==> config.mk <==
export PLATFORM = sky130hd
export DESIGN_NAME = fpmul_issue_flat
export DESIGN_NICKNAME = d
export VERILOG_FILES = /design/src/rtl/fpmul_pkg.sv /design/src/rtl/fpmul_issue_if.sv /design/src/rtl/fpmul_classify.sv /design/src/rtl/fpmul_issue.sv /design/src/flat_wrapper.sv
export SDC_FILE = /design/constraint.sdc
export NUM_CORES = 1
export LEC_CHECK = 0
export CAP_MARGIN = 40
export CORE_MARGIN = 2
export CORE_UTILIZATION = 34
export DETAILED_ROUTE_END_ITERATION = 10
export PLACE_DENSITY = 0.69
export SKIP_LAST_GASP = 1
export SYNTH_ARGS = -nofsm -noshare
export SYNTH_HDL_FRONTEND = slang
export SYNTH_SLANG_ARGS = --single-unit
==> constraint.sdc <==
create_clock -name clk -period 2.8 [get_ports clk]
set_clock_uncertainty 0.2 [all_clocks]
set_input_delay 0.28 -clock clk [delete_from_list [all_inputs] [get_ports clk]]
set_output_delay 0.28 -clock clk [all_outputs]
set_load 0.03 [all_outputs]
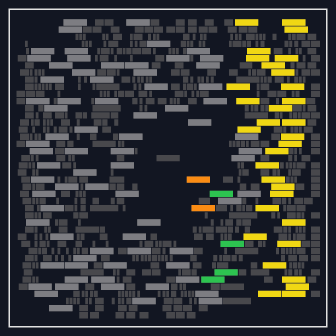
Fig. 1. Sequential cells colored by netlist name.
Other sequential cells in the stronger gray, the rest of the logic in the fainter gray.
color	signal	placed flops
green	u_core.cnt	4
orange	u_core.state	2
yellow	u_core.out_p	32
not colored	74
Final Util: 0.552
seq pwr: 2720 uW
Seq area share: 0.383
FF/Latch Area: 2800 sq um

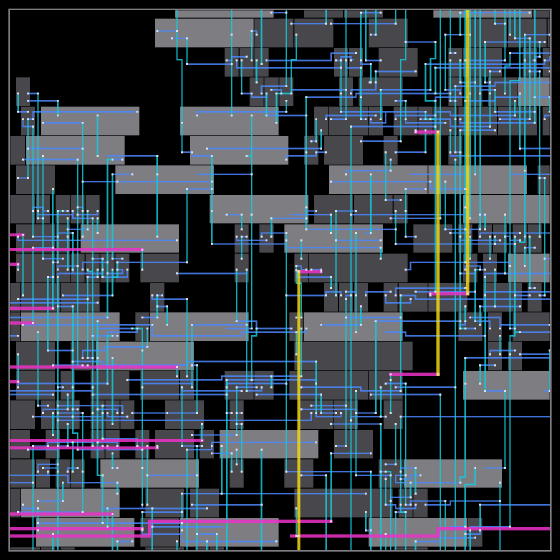
Fig. 2. Zoomed window.
Region (5, 65) to (55, 115) microns. Cells in gray, sequential cells in the stronger gray; small squares are vias.
color	layer
yellow	metal 4
cyan	metal 2
blue	metal 1
magenta	metal 3
sequential cells in the window	24
cells with their middle in the window	156
most frequent	nand2_1 (72), clkdlybuf4s50_1 (36), dfrtp_1 (24)

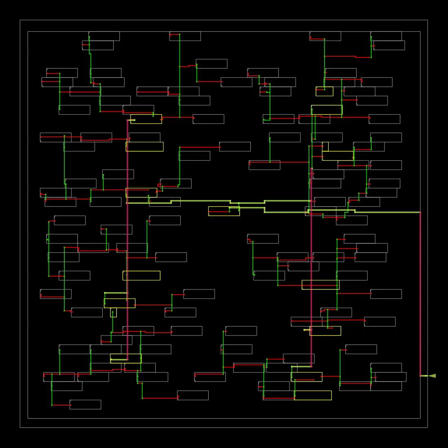
Fig. 3. Clock nets.
clock buffers: 10
worst skew pair latency: 0.35 ns
flip-flops: 112
# clock sinks: 112

==> impl_metrics.csv <==
group,metric,value,unit
run_status,status,"finished clean",
final_timing,maxSlewHeadroom,0.511,
synth,synth_flop_count,112,
route,drc_errors,0,
synth,adder_share,0.0136,
synth,top_logic_kind,"simple AND/OR/NAND/NOR gates",
setup_path,crit_fanout,5,
floorplan,chip_area,14500,sq um
power,p_leak,0.00343,uW
cells_and_area,layout-drive-gt1-share,0.0479,
placement,dp_hpwl,10300,microns
floorplan,core_region_area,13200,sq um
synth,yosys-mux-area-fraction,0.00245,
power,p_switching,3430,uW
power,p_int,5010,uW
setup_path,start_kind,"register",
route,wl_per_cell,15.0,microns
power,cellPowerDensity,1160,nW/um^2
clocking,post_cts_resized,0,
cells_and_area,area_delta_synth_final,58.7,%
power,p_sw_frac,0.407,
placement,place_inst,889,
clocking,post_cts_buffers,0,
final_timing,holdWs,0.252,ns
global_routing,grt_max_degree,55,
setup_path,rrSetupSlack,0.62,ns
route,dr.pass1.iters,4,
==> layer usage <==
layer	up-vias	part of all wire	GRT usage
li1	2086	-	-
met5	-	0	0
met4	0	0.022	0.0814
met3	18	0.087	0.0608
met1	2040	0.42	0.230
met2	163	0.48	0.304
==> through the flow <==
step	setup slack (ns)	total power (uW)	instance area (sq um)
finish	0.356	8450	7310
detailed placement	0.349	6940	6930
floorplan	0.750	5000	4600
global placement	0.360	6840	6930
CTS	0.337	8540	7310
global route	0.236	8930	7310
==> cell type report <==
cell class,count,area share
inverter,2,0.00103
timing repair buffer,221,0.301
clock buffer,10,0.0327
clock inverter,6,0.0178
sequential,112,0.383
multi-input combinational,379,0.234
tap,176,0.0301
==> Yosys cell counts, drive strengths merged, types with 4 or more instances <==
cell,n,area share
ha,5,0.014
dfrtp,112,0.61
a21oi,9,0.0098
buf,4,0.0033
or4,8,0.014
nand3,32,0.035
clkbuf,21,0.017
nand2,255,0.21
nor2,25,0.020
nor4,8,0.011
nand4,7,0.0095
==> placed cells by master, fill, tap and decap left out, drive strengths merged, types with 3 or more instances in the layout <==
master	count
or4	8
dfrtp	112
bufinv	4
xor2	3
o31a	3
a21oi	9
o21ai	3
clkbuf	10
nor2	25
nand3	32
ha	5
nand2	255
clkdlybuf4s50	206
buf	14
nand4	7
nor4	8
==> worst max-delay path, cell delays in order (launching register included) <==
cell and delay (ns):
dfrtp_1 0.41, inv_1 0.11, ha_1 0.26, and2_1 0.16, clkdlybuf4s50_1 0.68
==> power by group through the flow <==
stage | sequential [uW] | combinational (uW) | clock [uW]
after floorplan | 4040 | 953 | 0
after global placement | 2720 | 4120 | 0
after detailed placement | 2760 | 4180 | 0
after CTS | 2740 | 4190 | 1610
after global routing | 2820 | 4440 | 1670
final | 2720 | 4150 | 1570
Power is estimated from default activity; no workload was simulated.
